$ cat src/rtl/z80_bus_trace.sv
// Z80 bus tracer: samples the CPU bus on each rising CPU clock seen in the eclk domain and
// queues typed records in a FWFT FIFO. Define Z80_BUS_TRACE_TIMESTAMP_EN to add a per-record tick stamp (trc_ts).
module z80_bus_trace #(
    parameter int AW     = 16,
    parameter int DW     = 8,
    parameter int DEPTH  = 16,
    parameter int DROP_W = 8
) (
    input  logic                    eclk,
    input  logic                    _ereset,
    input  logic                    clk,
    input  logic                    _reset,
    input  logic                    _m1,
    input  logic                    _rd,
    input  logic                    _wr,
    input  logic                    _mreq,
    input  logic                    _iorq,
    input  logic                    _halt,
    input  logic [AW-1:0]           ab,
    input  logic [DW-1:0]           db_i,
    input  logic [DW-1:0]           db_o,
    input  logic                    enable,
    output logic                    trc_valid,
    input  logic                    trc_ready,
    output logic [2:0]              trc_type,
    output logic [AW-1:0]           trc_addr,
    output logic [DW-1:0]           trc_data,
`ifdef Z80_BUS_TRACE_TIMESTAMP_EN
    output logic [15:0]             trc_ts,
`endif
    output logic [$clog2(DEPTH):0]  count,
    output logic [DROP_W-1:0]       drops,
    output logic                    overflow,
    output logic                    halted
);
    localparam int PW = $clog2(DEPTH);
    localparam int CW = PW + 1;

    localparam logic [2:0] EV_RST_ON  = 3'd0;
    localparam logic [2:0] EV_RST_OFF = 3'd1;
    localparam logic [2:0] EV_FETCH   = 3'd2;
    localparam logic [2:0] EV_MEM_RD  = 3'd3;
    localparam logic [2:0] EV_IO_RD   = 3'd4;
    localparam logic [2:0] EV_MEM_WR  = 3'd5;
    localparam logic [2:0] EV_IO_WR   = 3'd6;
    localparam logic [2:0] EV_HALT    = 3'd7;

    localparam logic [DROP_W+3:0] DROP_MAX = {4'b0000, {DROP_W{1'b1}}};

    logic                r_clk_q;
    logic                r_rd_last;
    logic                r_wr_last;
    logic                r_reset_last;
    logic [PW-1:0]       r_wr_ptr;
    logic [PW-1:0]       r_rd_ptr;
    logic [CW-1:0]       r_count;
    logic [DROP_W-1:0]   r_drops;
    logic                r_overflow;
    logic                r_halted;

    logic [2:0]          r_mem_type [DEPTH];
    logic [AW-1:0]       r_mem_addr [DEPTH];
    logic [DW-1:0]       r_mem_data [DEPTH];

    logic                w_tick;
    logic                w_rd_fall;
    logic                w_wr_fall;
    logic [7:0]          w_ev;
    logic [3:0]          w_ev_cnt;
    logic [2:0]          w_code;
    logic [DW-1:0]       w_rec_data;
    logic                w_capture;
    logic                w_push_req;
    logic                w_full;
    logic                w_pop;
    logic                w_push;
    logic                w_full_drop;
    logic [3:0]          w_drop_inc;
    logic [DROP_W+3:0]   w_drop_sum;
    logic [DROP_W-1:0]   w_drops_next;

    // The CPU clock is only a sampled level here; its rising edge becomes a one-cycle tick.
    assign w_tick    = clk & ~r_clk_q;
    assign w_rd_fall = r_rd_last & ~_rd;
    assign w_wr_fall = r_wr_last & ~_wr;

    assign w_ev[EV_HALT]    = ~_halt;
    assign w_ev[EV_RST_ON]  = r_reset_last & ~_reset;
    assign w_ev[EV_RST_OFF] = ~r_reset_last & _reset;
    assign w_ev[EV_FETCH]   = w_rd_fall & ~_mreq & ~_m1;
    assign w_ev[EV_MEM_RD]  = w_rd_fall & ~_mreq & _m1;
    assign w_ev[EV_IO_RD]   = w_rd_fall & ~_iorq;
    assign w_ev[EV_MEM_WR]  = w_wr_fall & ~_mreq;
    assign w_ev[EV_IO_WR]   = w_wr_fall & ~_iorq;

    always_comb begin
        w_ev_cnt = '0;
        for (int i = 0; i < 8; i++) begin
            w_ev_cnt = w_ev_cnt + {3'b000, w_ev[i]};
        end
    end

    // Halt outranks everything, then reset edges, then read classes, then writes.
    always_comb begin
        w_code = EV_RST_ON;
        if (w_ev[EV_HALT])         w_code = EV_HALT;
        else if (w_ev[EV_RST_ON])  w_code = EV_RST_ON;
        else if (w_ev[EV_RST_OFF]) w_code = EV_RST_OFF;
        else if (w_ev[EV_FETCH])   w_code = EV_FETCH;
        else if (w_ev[EV_MEM_RD])  w_code = EV_MEM_RD;
        else if (w_ev[EV_IO_RD])   w_code = EV_IO_RD;
        else if (w_ev[EV_MEM_WR])  w_code = EV_MEM_WR;
        else if (w_ev[EV_IO_WR])   w_code = EV_IO_WR;
    end

    always_comb begin
        w_rec_data = '0;
        case (w_code)
            EV_FETCH, EV_MEM_RD, EV_IO_RD: w_rec_data = db_i;
            EV_MEM_WR, EV_IO_WR:           w_rec_data = db_o;
            default:                       w_rec_data = '0;
        endcase
    end

    assign w_capture   = w_tick & enable & ~r_halted;
    assign w_push_req  = w_capture & (|w_ev);
    assign w_full      = (r_count == CW'(DEPTH));
    assign w_pop       = trc_valid & trc_ready;
    assign w_push      = w_push_req & (~w_full | w_pop);
    assign w_full_drop = w_push_req & w_full & ~w_pop;

    // Losers of the priority race plus a record refused by a full FIFO.
    always_comb begin
        w_drop_inc = '0;
        if (w_push_req) begin
            w_drop_inc = w_ev_cnt - 4'd1;
        end
        if (w_full_drop) begin
            w_drop_inc = w_drop_inc + 4'd1;
        end
    end

    assign w_drop_sum = {4'b0000, r_drops} + {{DROP_W{1'b0}}, w_drop_inc};

    always_comb begin
        w_drops_next = w_drop_sum[DROP_W-1:0];
        if (w_drop_sum > DROP_MAX) begin
            w_drops_next = {DROP_W{1'b1}};
        end
    end

    always_ff @(posedge eclk or negedge _ereset) begin
        if (!_ereset) begin
            r_clk_q      <= 1'b0;
            r_rd_last    <= 1'b1;
            r_wr_last    <= 1'b1;
            r_reset_last <= 1'b1;
            r_wr_ptr     <= '0;
            r_rd_ptr     <= '0;
            r_count      <= '0;
            r_drops      <= '0;
            r_overflow   <= 1'b0;
            r_halted     <= 1'b0;
        end else begin
            r_clk_q <= clk;
            if (w_tick) begin
                r_rd_last    <= _rd;
                r_wr_last    <= _wr;
                r_reset_last <= _reset;
            end
            if (w_push) begin
                r_wr_ptr <= r_wr_ptr + PW'(1);
            end
            if (w_pop) begin
                r_rd_ptr <= r_rd_ptr + PW'(1);
            end
            r_count <= r_count + CW'(w_push) - CW'(w_pop);
            if (w_drop_inc != 4'd0) begin
                r_drops    <= w_drops_next;
                r_overflow <= 1'b1;
            end
            if (w_push_req && w_ev[EV_HALT]) begin
                r_halted <= 1'b1;
            end
        end
    end

    always_ff @(posedge eclk) begin
        if (w_push) begin
            r_mem_type[r_wr_ptr] <= w_code;
            r_mem_addr[r_wr_ptr] <= ab;
            r_mem_data[r_wr_ptr] <= w_rec_data;
        end
    end

    // Head fields read as zero while empty so they are defined straight out of reset.
    assign trc_valid = (r_count != '0);
    assign trc_type  = trc_valid ? r_mem_type[r_rd_ptr] : 3'd0;
    assign trc_addr  = trc_valid ? r_mem_addr[r_rd_ptr] : '0;
    assign trc_data  = trc_valid ? r_mem_data[r_rd_ptr] : '0;
    assign count     = r_count;
    assign drops     = r_drops;
    assign overflow  = r_overflow;
    assign halted    = r_halted;

`ifdef Z80_BUS_TRACE_TIMESTAMP_EN
    logic [15:0] r_ts;
    logic [15:0] r_mem_ts [DEPTH];

    always_ff @(posedge eclk or negedge _ereset) begin
        if (!_ereset) begin
            r_ts <= '0;
        end else if (w_tick) begin
            r_ts <= r_ts + 16'd1;
        end
    end

    always_ff @(posedge eclk) begin
        if (w_push) begin
            r_mem_ts[r_wr_ptr] <= r_ts;
        end
    end

    assign trc_ts = trc_valid ? r_mem_ts[r_rd_ptr] : 16'd0;
`endif

endmodule

$ cat config.mk
export PLATFORM = sky130hd
export DESIGN_NAME = z80_bus_trace
export DESIGN_NICKNAME = d
export VERILOG_FILES = /design/src/rtl/z80_bus_trace.sv
export SDC_FILE = /design/constraint.sdc
export NUM_CORES = 1
export LEC_CHECK = 0
export CAP_MARGIN = 20
export CORE_ASPECT_RATIO = 1.5
export CORE_UTILIZATION = 40
export CTS_CLUSTER_SIZE = 12
export DETAILED_ROUTE_END_ITERATION = 10
export GPL_TIMING_DRIVEN = 0
export MAX_ROUTING_LAYER = met4
export SLEW_MARGIN = 15
export SYNTH_ARGS = -nofsm -noshare
export SYNTH_HDL_FRONTEND = slang
export SYNTH_SLANG_ARGS = --single-unit
$ cat constraint.sdc
create_clock -name eclk -period 5 [get_ports eclk]
set_input_delay 1 -clock eclk [delete_from_list [all_inputs] [get_ports eclk]]
set_output_delay 1 -clock eclk [all_outputs]
set_load 0.03 [all_outputs]
==> run_1/met1.png <==
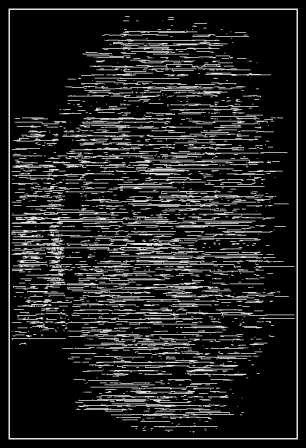
longest straight run	52.0 um
wire length on this layer	16,800 um
share of all routed wire	40%
main direction	horizontal

==> run_1/met2.png <==
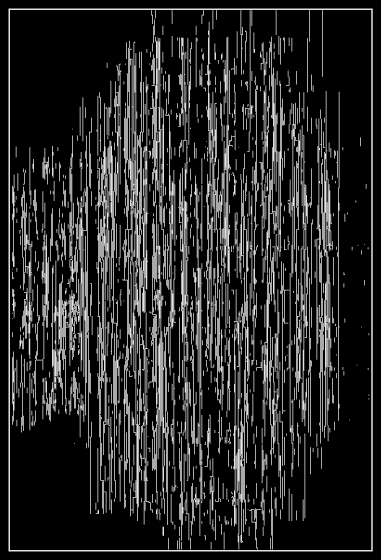
wire length on this layer	22.8 mm
nets with wire on the layer	1,024
main direction	vertical

==> run_1/met3.png <==
Bar = 50 um.
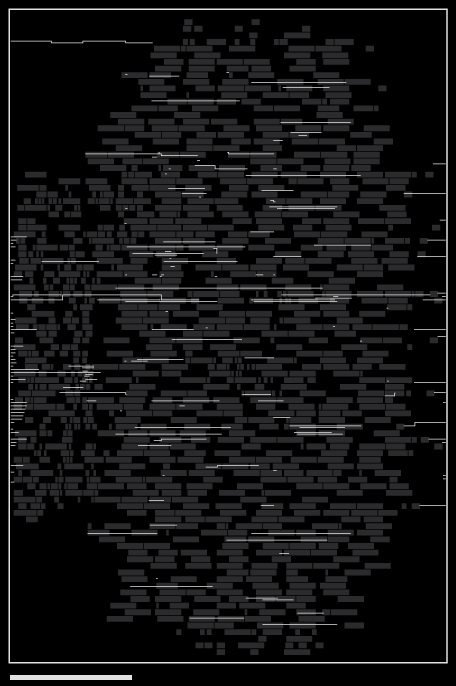
longest straight run	84.6 um
wire length on this layer	2,040 um
share of all routed wire	4.8%

==> metrics.cfg, run 1 <==
[clock_tree]
cts_buffer_depth=3

[cells_and_area]
final_cell_count_no_fill=1667
nonClockInverterCount=26
combGateArea_um2=5020
n_all_buffers=152
clockNetworkAreaShare_pct=5.78
seq_area_um2=13700

[pwr]
p_leak_nw=7.22
powerDensity_nw_per_um2=522

[floorplanning]
taps=588
die_x_extent_um=179
die_height_um=267

[final_timing]
timing.final.ws_setup_ns=-0.350
timing_worst_slew_pin_value_ns=0.951
number_of_failing_setup_endpoints_in_the_final_timing_report=8

[min_path]
type_of_the_worst_min_delay_path=flop to flop

[yosys]
yosys.area.top_type=sky130_fd_sc_hd__edfxtp_1
syn_area_um2=18800
ys_top_cells_by_area=sky130_fd_sc_hd__edfxtp_1, sky130_fd_sc_hd__mux4_2, sky130_fd_sc_hd__dfrtp_1
synth-main-ff-cell=sky130_fd_sc_hd__edfxtp_1
synthArstFlopShare_pct=5.88
synth.distinct_cells=54

[grt]
antenna_found_initial=0

[setup_path]
timing.critical_path.arrival_ns=5.77
worst_ep_required_time_ns=5.42
timing.rr.end=drops[4]

[placed_design]
detailedPlacementHpwl_um=26900
port_buffers=86

[status]
violations=setup timing
outcome=finished, violations left

[drt]
post_drt_via_cell_ratio=5.50

==> run 1: kinds of logic after synthesis <==
group,synth area share (%)
adder cells (fa/ha/maj),2.17
XOR/XNOR,0.879
buffers and inverters,1.42
flip-flops,72.6
multiplexers,17.0
AND/OR/NAND/NOR,4.00
AND-OR/OR-AND,1.89
==> run 1: metal layers <==
metal	vias to the layer above	global-route usage, %	routed length (um)
met2	248	32.9	22800
met1	4886	23.1	16800
li1	3967	-	-
met4	0	5.15	913
met3	70	2.60	2040
met5	-	-	0
==> run 1: power breakdown <==
group	total [mW]	internal [mW]	switching (mW)	leakage (nW)
clock network	3.09	1.73	1.36	0.624
registers	4.41	4.33	0.0847	4.24
logic	4.14	1.98	2.16	2.35
==> run 1: worst max-delay path, stage by stage <==
cell	delay, ns
sky130_fd_sc_hd__buf_6	0.09
sky130_fd_sc_hd__nand2b_4	0.13
sky130_fd_sc_hd__or3_1	0.35
sky130_fd_sc_hd__ha_1	0.30
sky130_fd_sc_hd__inv_2	0.04
sky130_fd_sc_hd__fa_1	0.53
sky130_fd_sc_hd__inv_1	0.05
sky130_fd_sc_hd__fa_1	0.46
sky130_fd_sc_hd__fa_2	0.37
sky130_fd_sc_hd__fa_2	0.63
sky130_fd_sc_hd__nor2_4	0.05
sky130_fd_sc_hd__ha_4	0.26
sky130_fd_sc_hd__nand2_1	0.04
sky130_fd_sc_hd__o21ai_1	0.08
sky130_fd_sc_hd__and2_4	0.16
sky130_fd_sc_hd__inv_2	0.04
sky130_fd_sc_hd__fa_2	0.37
sky130_fd_sc_hd__nor2b_4	0.16
sky130_fd_sc_hd__a221oi_4	0.10
sky130_fd_sc_hd__a211o_1	0.26
sky130_fd_sc_hd__mux2_4	0.29
==> run 1: flip-flops by register name, indices dropped and copies added, names as in the netlist <==
| name | flops |
|---|---|
| count | 5 |
| drops | 8 |
| halted | 1 |
| overflow | 1 |
| r_clk_q | 1 |
| r_mem_addr | 256 |
| r_mem_data | 128 |
| r_mem_type | 48 |
| r_rd_last | 1 |
| r_rd_ptr | 4 |
| r_reset_last | 1 |
| r_wr_last | 1 |
| r_wr_ptr | 4 |
==> run 1: how the worst max path moves through the flow <==
stage               endpoint  slack (ns)  start  cells past startpoint
finish              drops[4]       -0.35    _rd                     21
global route        drops[2]       -0.50    _rd                     18
CTS                 drops[4]       -0.55    _rd                     21
detailed placement  drops[2]       -1.39    _rd                     22
global placement    drops[2]       -1.33    _rd                     22
floorplan           drops[4]       -0.57    _rd                     20
==> run 1: metrics by stage <==
stage          TNS, ns  setup slack (ns)  util, %  power, mW
2_1_floorplan    -4.28            -0.568        -       7.25
3_3_place_gp    -11.52             -1.33     44.4       8.64
3_5_place_dp    -11.53             -1.39     45.3       8.67
4_1_cts          -3.75            -0.553     48.2       11.8
5_1_grt          -3.77            -0.496     48.4       12.1
6_report         -2.51            -0.350     48.4       11.6
==> run 1: timing repair <==
action | 4_1_cts | 5_1_grt
setup buffers | 5 | 2
pin swaps | 14 | 13
endpoints found under the setup margin | 11 | 9
gates resized | 21 | 11
==> run_1/met4.png <==
Bar = 50 um.
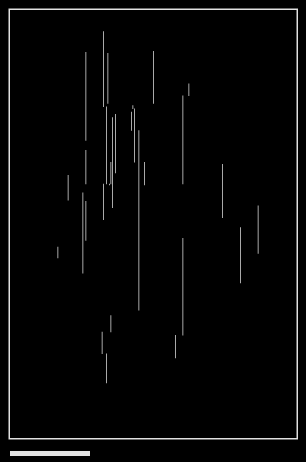

==> run 1 -> run 2 <==
--- a/config.mk
+++ b/config.mk
@@ -12,7 +12,9 @@
 export DETAILED_ROUTE_END_ITERATION = 10
 export GPL_TIMING_DRIVEN = 0
 export MAX_ROUTING_LAYER = met4
+export PLACE_DENSITY = 0.66
 export SLEW_MARGIN = 15
 export SYNTH_ARGS = -nofsm -noshare
 export SYNTH_HDL_FRONTEND = slang
 export SYNTH_SLANG_ARGS = --single-unit
+export TNS_END_PERCENT = 5
==> run_2/met4.png <==
Bar = 50 um.
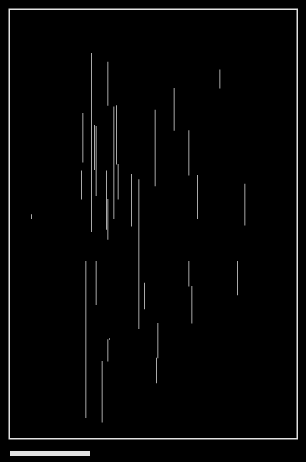
main direction	vertical
share of all routed wire	2.5%
Routed WL: 40,800 um
count of vias placed by the detailed router: 9,054

==> run_2/met3.png <==
Bar = 50 um.
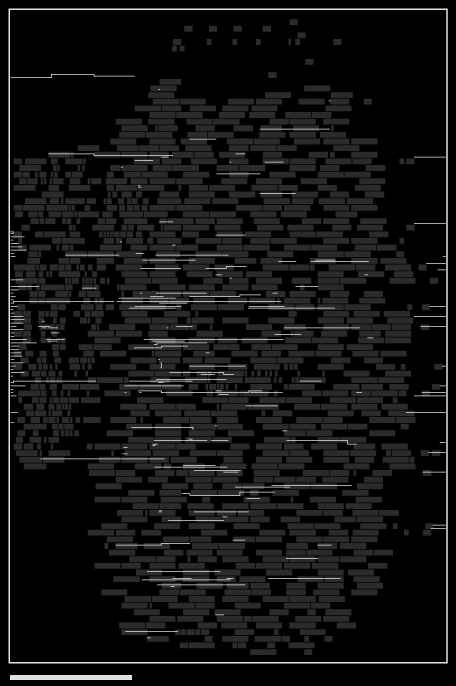
wire length on this layer	1,980 um
main direction	horizontal
nets with wire on the layer	123
share of all routed wire	4.9%
met3 usage in global routing: 2.68%

==> metrics.cfg, run 2 <==
[setup_path]
timing.rr.end=drops[6]
worst_ep_required_time_ns=5.43  ; about the same
critical_path.top_delay_family=adder cells
worstPathBufferInverterCount=4  ; unchanged
ordered_list_of_cells_on_the_worst_path=buf_6 -> nand2b_4 -> or3_1 -> ha_1 -> inv_2 -> fa_1 -> inv_2 -> fa_1 -> fa_2 -> fa_2 -> nor2_2 -> ha_2 -> nand2_1 -> o21ai_1 -> and2_4 -> inv_2 -> fa_2 -> nor2b_4 -> a221oi_4 -> a2111oi_4 -> mux2_4
worst_path_largest_cell_delay_ns=0.60  ; -0.03 ns
timing.critical_path.arrival_ns=5.78  ; about the same

[pwr]
switching_power_mw=3.54  ; -1.8%
intPower_mw=7.94  ; -1.3%
seqPwrFrac_pct=38.5  ; +0.6 points
total_power_mw=11.5  ; -1.4%
p_comb_share_pct=35.6  ; about the same
powerDensity_nw_per_um2=517  ; -0.98%
switching_share_pct=30.8  ; -0.10 points

[yosys]
synth.distinct_cells=54  ; unchanged
fa_ha_area_share_pct=2.17  ; unchanged
yosys.area.top_type=sky130_fd_sc_hd__edfxtp_1
mux_share_pct=17.0  ; unchanged
compound_area_share_pct=1.89  ; unchanged
ys_top_cells_by_area=sky130_fd_sc_hd__edfxtp_1, sky130_fd_sc_hd__mux4_2, sky130_fd_sc_hd__dfrtp_1
ys_sh_xor_pct=0.879  ; unchanged
synthArstFlopShare_pct=5.88  ; unchanged
synth-main-ff-cell=sky130_fd_sc_hd__edfxtp_1
synth-simple-area-share_pct=3.99  ; unchanged
ys_top_logic_family=multiplexers

[drt]
post_drt_via_cell_ratio=5.47  ; -0.62%
sum_of_met2_wire_segment_lengths_after_detailed_routing_um=21700  ; -5.0%
routed_met1_length_um=16100  ; -4.5%
highest-signal-layer=met4
met3RoutedLength_um=1980  ; -2.9%

[min_path]
type_of_the_worst_min_delay_path=flop to flop

[clock_tree]
cts_buffer_depth=3  ; unchanged

[floorplanning]
die_x_extent_um=179  ; unchanged
die_height_um=267  ; unchanged

[grt]
globalRouteMet1Util_pct=22.0  ; -1.1 points
global_route.peak_usage_layer=met2
use_met2_pct=31.3  ; -1.6 points

[status]
violations=setup timing
outcome=finished, violations left

[cells_and_area]
flip_flop_count_of_the_largest_register_all_copies_and_words_added=256  ; unchanged
reg.largest.list=r_mem_addr: 256 flops, r_mem_data: 128 flops, r_mem_type: 48 flops
regMostFlops=r_mem_addr

[placed_design]
detailed_place.area_um2=20800
detailedPlacementHpwl_um=26000  ; -3.3%

[final_timing]
timing.final.ws_setup_ns=-0.352  ; -0.00260 ns
timing_worst_slew_pin_value_ns=1.01  ; +0.0622 ns
timing.fmax_mhz=187
fin_setup_tns_ns=-2.48  ; +0.0256 ns
number_of_failing_setup_endpoints_in_the_final_timing_report=8  ; unchanged

[run 2: how the worst max path moves through the flow]
| stage | endpoint | cells past startpoint | slack, ns | from |
|---|---|---|---|---|
| finish | drops[6] | 21 | -0.35 | _rd |
| global route | drops[2] | 21 | -0.48 | _rd |
| CTS | drops[6] | 21 | -0.54 | _rd |
| detailed placement | drops[2] | 21 | -1.41 | _rd |
| global placement | drops[2] | 21 | -1.35 | _rd |
| floorplan | drops[2] | 20 | -0.57 | _rd |
[run 2: worst reg2reg max path: stages (launching register included)]
cell                        delay, ns
sky130_fd_sc_hd__dfstp_2         0.55
sky130_fd_sc_hd__nand2b_4        0.05
sky130_fd_sc_hd__or3_1           0.35
sky130_fd_sc_hd__ha_1            0.30
sky130_fd_sc_hd__inv_2           0.04
sky130_fd_sc_hd__fa_1            0.51
sky130_fd_sc_hd__inv_2           0.04
sky130_fd_sc_hd__fa_1            0.46
sky130_fd_sc_hd__fa_2            0.37
sky130_fd_sc_hd__fa_2            0.60
sky130_fd_sc_hd__nor2_2          0.05
sky130_fd_sc_hd__ha_2            0.33
sky130_fd_sc_hd__nand2_1         0.04
sky130_fd_sc_hd__o21ai_1         0.08
sky130_fd_sc_hd__and2_4          0.17
sky130_fd_sc_hd__inv_2           0.04
sky130_fd_sc_hd__fa_2            0.37
sky130_fd_sc_hd__nor2b_4         0.15
sky130_fd_sc_hd__a221oi_4        0.10
sky130_fd_sc_hd__a2111oi_4       0.23
sky130_fd_sc_hd__mux2_4          0.33
[run 2: per-stage QoR]
step / instances / util, % / hold slack [ns] / setup slack [ns]
after floorplan: 892 / - / 0.467 / -0.569
after global placement: 1566 / 44.4 / 0.457 / -1.35
after detailed placement: 1583 / 45.3 / 0.473 / -1.41
after CTS: 1654 / 48.1 / 0.493 / -0.543
after global routing: 1656 / 48.2 / 0.518 / -0.484
final: 1656 / 48.2 / 0.503 / -0.352
[run 2: final cells by class]
cell class | count | area (um^2) | share of cell area [%]
Clock buffer | 60 | 1190 | 5.38
Timing Repair Buffer | 109 | 1280 | 5.79
Tap cell | 588 | 736 | 3.32
Buffer | 40 | 170 | 0.767
Clock inverter | 7 | 42.5 | 0.192
Multi-Input combinational cell | 367 | 5010 | 22.6
Inverter | 26 | 97.6 | 0.440
Sequential cell | 459 | 13700 | 61.5
[run 2: power groups by stage]
stage | Sequential, mW | Clock [mW] | Combinational (mW)
5_1_grt | 4.43 | 3.16 | 4.37
3_3_place_gp | 4.49 | 0 | 4.11
4_1_cts | 4.42 | 3.02 | 4.17
2_1_floorplan | 4.55 | 0 | 2.70
3_5_place_dp | 4.50 | 0 | 4.14
6_report | 4.42 | 2.97 | 4.09
[run 2: repair_timing]
item | 4_1_cts | 5_1_grt
pin swaps | 12 | 12
buffers inserted | 4 | 2
gates resized | 22 | 9
endpoints found under the setup margin | 9 | 27
[run 2: cells by family (layout without fill, tap and decap cells)]
logic type | Yosys count | count (layout)
buf+inv | 66 | 242
compound gates | 43 | 43
xor+xnor | 18 | 18
fa+ha+maj | 29 | 29
mux | 148 | 148
simple gates | 129 | 129
flops | 459 | 459
==> run_2/final_congestion.png <==
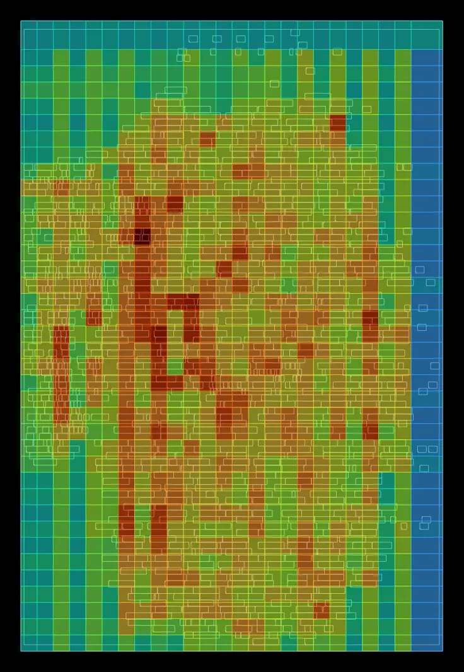

==> run 2 -> run 3 <==
==> constraint.sdc (replaced) <==
create_clock -name eclk -period 5 [get_ports eclk]
set_input_delay 0.75 -clock eclk [delete_from_list [all_inputs] [get_ports eclk]]
set_output_delay 0.75 -clock eclk [all_outputs]
set_load 0.03 [all_outputs]
==> run_3/final_congestion.png <==
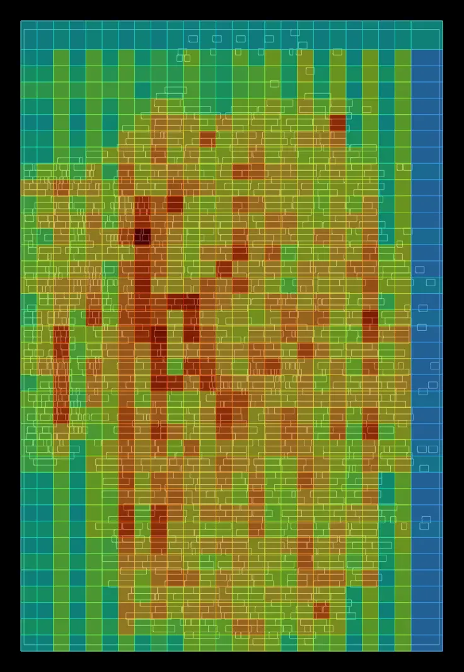
global-route track usage on met2: 31.3%
mean routed wirelength per cell: 24.7 um

==> run_3/met1.png <==
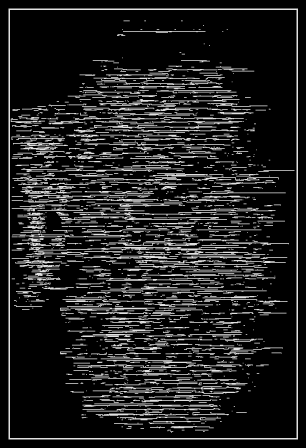
count of vias placed by the detailed router: 9,104
Routed WL: 40,800 um
met1 layer usage reported by global route: 22.1%

==> metrics.cfg, run 3 <==
[cells_and_area]
regMostFlops=r_mem_addr
final_layout_top_logic_cell=sky130_fd_sc_hd__edfxtp_1
reg.largest.list=r_mem_addr: 256 flops, r_mem_data: 128 flops, r_mem_type: 48 flops
flip_flop_count_of_the_largest_register_all_copies_and_words_added=256  ; unchanged
post-route-util_pct=48.2  ; unchanged

[yosys]
synthArstFlopShare_pct=5.88  ; unchanged
mux_share_pct=17.0  ; unchanged
synth-simple-area-share_pct=3.99  ; unchanged
ys_sh_xor_pct=0.879  ; unchanged
syn_area_um2=18800
ys_warn_count=0
synth.distinct_cells=54  ; unchanged
synth-main-ff-cell=sky130_fd_sc_hd__edfxtp_1
ys_top_cells_by_area=sky130_fd_sc_hd__edfxtp_1, sky130_fd_sc_hd__mux4_2, sky130_fd_sc_hd__dfrtp_1
ys_top_logic_family=multiplexers
compound_area_share_pct=1.89  ; unchanged
fa_ha_area_share_pct=2.17  ; unchanged

[setup_path]
timing.rr.end=drops[2]
r2r_setup_slack_ns=-0.21
worst_path_largest_cell_delay_ns=0.55  ; -0.05 ns
timing.critical_path.arrival_ns=5.64  ; -0.14 ns
startpoint=r_rd_last
worst_setup_path_endpoint=drops[2]
worst_ep_required_time_ns=5.43  ; about the same
ordered_list_of_cells_on_the_worst_path=nand2b_4 -> or3_1 -> ha_1 -> inv_2 -> fa_1 -> inv_2 -> fa_1 -> fa_2 -> fa_2 -> nor2_2 -> ha_4 -> nand2_2 -> xnor2_2 -> nor2_2 -> ha_4 -> nor2b_4 -> a221oi_4 -> or2_4 -> o21ai_2 -> mux2_4

[clock_tree]
cts_buffer_depth=3  ; unchanged
cts_sink_count=459

[floorplanning]
die_x_extent_um=179  ; unchanged
die-area_um2=47900
die_height_um=267  ; unchanged
placement_rows=96

[status]
violations=setup timing
outcome=finished, violations left

[grt]
grt_overflow=0

[pwr]
seqPwrFrac_pct=38.5  ; about the same
switching_share_pct=30.8  ; about the same
total_power_mw=11.5  ; about the same
switching_power_mw=3.54  ; about the same
p_comb_share_pct=35.6  ; about the same
p_leak_nw=7.17
intPower_mw=7.94  ; about the same

[min_path]
type_of_the_worst_min_delay_path=input port to async pin

[placed_design]
detailedPlacementHpwl_um=26000  ; unchanged
detailed_place.area_um2=20800  ; unchanged

[final_timing]
number_of_failing_setup_endpoints_in_the_final_timing_report=8  ; unchanged
timing_worst_slew_pin_value_ns=1.03  ; +0.0129 ns
timing.final.ws_setup_ns=-0.214  ; +0.138 ns

[drt]
post_drt_via_cell_ratio=5.51  ; +0.73%

## run 3: cells by family (layout without fill, tap and decap cells)
family | after synthesis | after routing
adders and majority gates | 29 | 29
xor gates and xnor gates | 18 | 18
AOI/OAI and AO/OA | 43 | 43
DFF | 459 | 459
buffers and inverters | 66 | 239
and+or+nand+nor | 129 | 129
muxes | 148 | 148
## run 3: power groups by stage
stage | combinational (mW) | sequential, mW | clock [mW]
after floorplan | 2.70 | 4.55 | 0
after global placement | 4.11 | 4.49 | 0
after detailed placement | 4.14 | 4.50 | 0
after CTS | 4.17 | 4.42 | 3.02
after global routing | 4.37 | 4.43 | 3.16
final | 4.08 | 4.42 | 2.97
## run 3: worst min path at each step
stage          startpoint  endpoint  slack, ns
3_3_place_gp     overflow  overflow       0.46
6_report          _ereset  drops[5]       0.26
5_1_grt           _ereset  drops[5]       0.30
2_1_floorplan     _ereset  count[0]       0.45
4_1_cts           _ereset  drops[5]       0.27
3_5_place_dp     overflow  overflow       0.47
## run 3: area by class of cell
cell class	count	area, um^2	area share, %
Sequential cell	459	13700	61.5
Multi-Input combinational cell	367	5030	22.7
Timing Repair Buffer	106	1260	5.70
Clock buffer	60	1190	5.38
Tap cell	588	736	3.32
Buffer	40	170	0.767
Inverter	26	97.6	0.440
Clock inverter	7	42.5	0.192
## run 3: per-layer routing
layer / wire length, um / part of all wire (%) / track usage [%]
met5: 0 / 0 / -
met4: 1050 / 2.6 / 5.34
met3: 2290 / 5.6 / 2.68
met2: 21600 / 53 / 31.3
met1: 15800 / 39 / 22.1
## run 3: through the flow
| step | TNS [ns] | instances | hold slack [ns] | setup slack [ns] |
|---|---|---|---|---|
| 2_1_floorplan | -2.33 | 892 | 0.454 | -0.319 |
| 3_3_place_gp | -8.90 | 1566 | 0.457 | -1.10 |
| 6_report | -1.49 | 1653 | 0.265 | -0.214 |
| 4_1_cts | -3.18 | 1653 | 0.272 | -0.487 |
| 5_1_grt | -2.73 | 1653 | 0.295 | -0.377 |
| 3_5_place_dp | -9.38 | 1583 | 0.473 | -1.16 |
## run 3: critical path, delay by kind of cell (launching register included)
family                   cells  cell delay (ns)
adder cells (fa/ha/maj)      7             2.50
AND-OR/OR-AND                2             0.43
multiplexers                 1             0.26
flip-flops                   1             0.55
AND/OR/NAND/NOR              7             1.12
buffers and inverters        2             0.08
XOR/XNOR                     1             0.15
## run 3: repair_timing
item	4_1_cts	5_1_grt
gates cloned	0	0
endpoints found under the setup margin	8	9
pin swaps	10	14
resized	13	15
buffers inserted	3	0
Power is estimated from default activity; no workload was simulated.
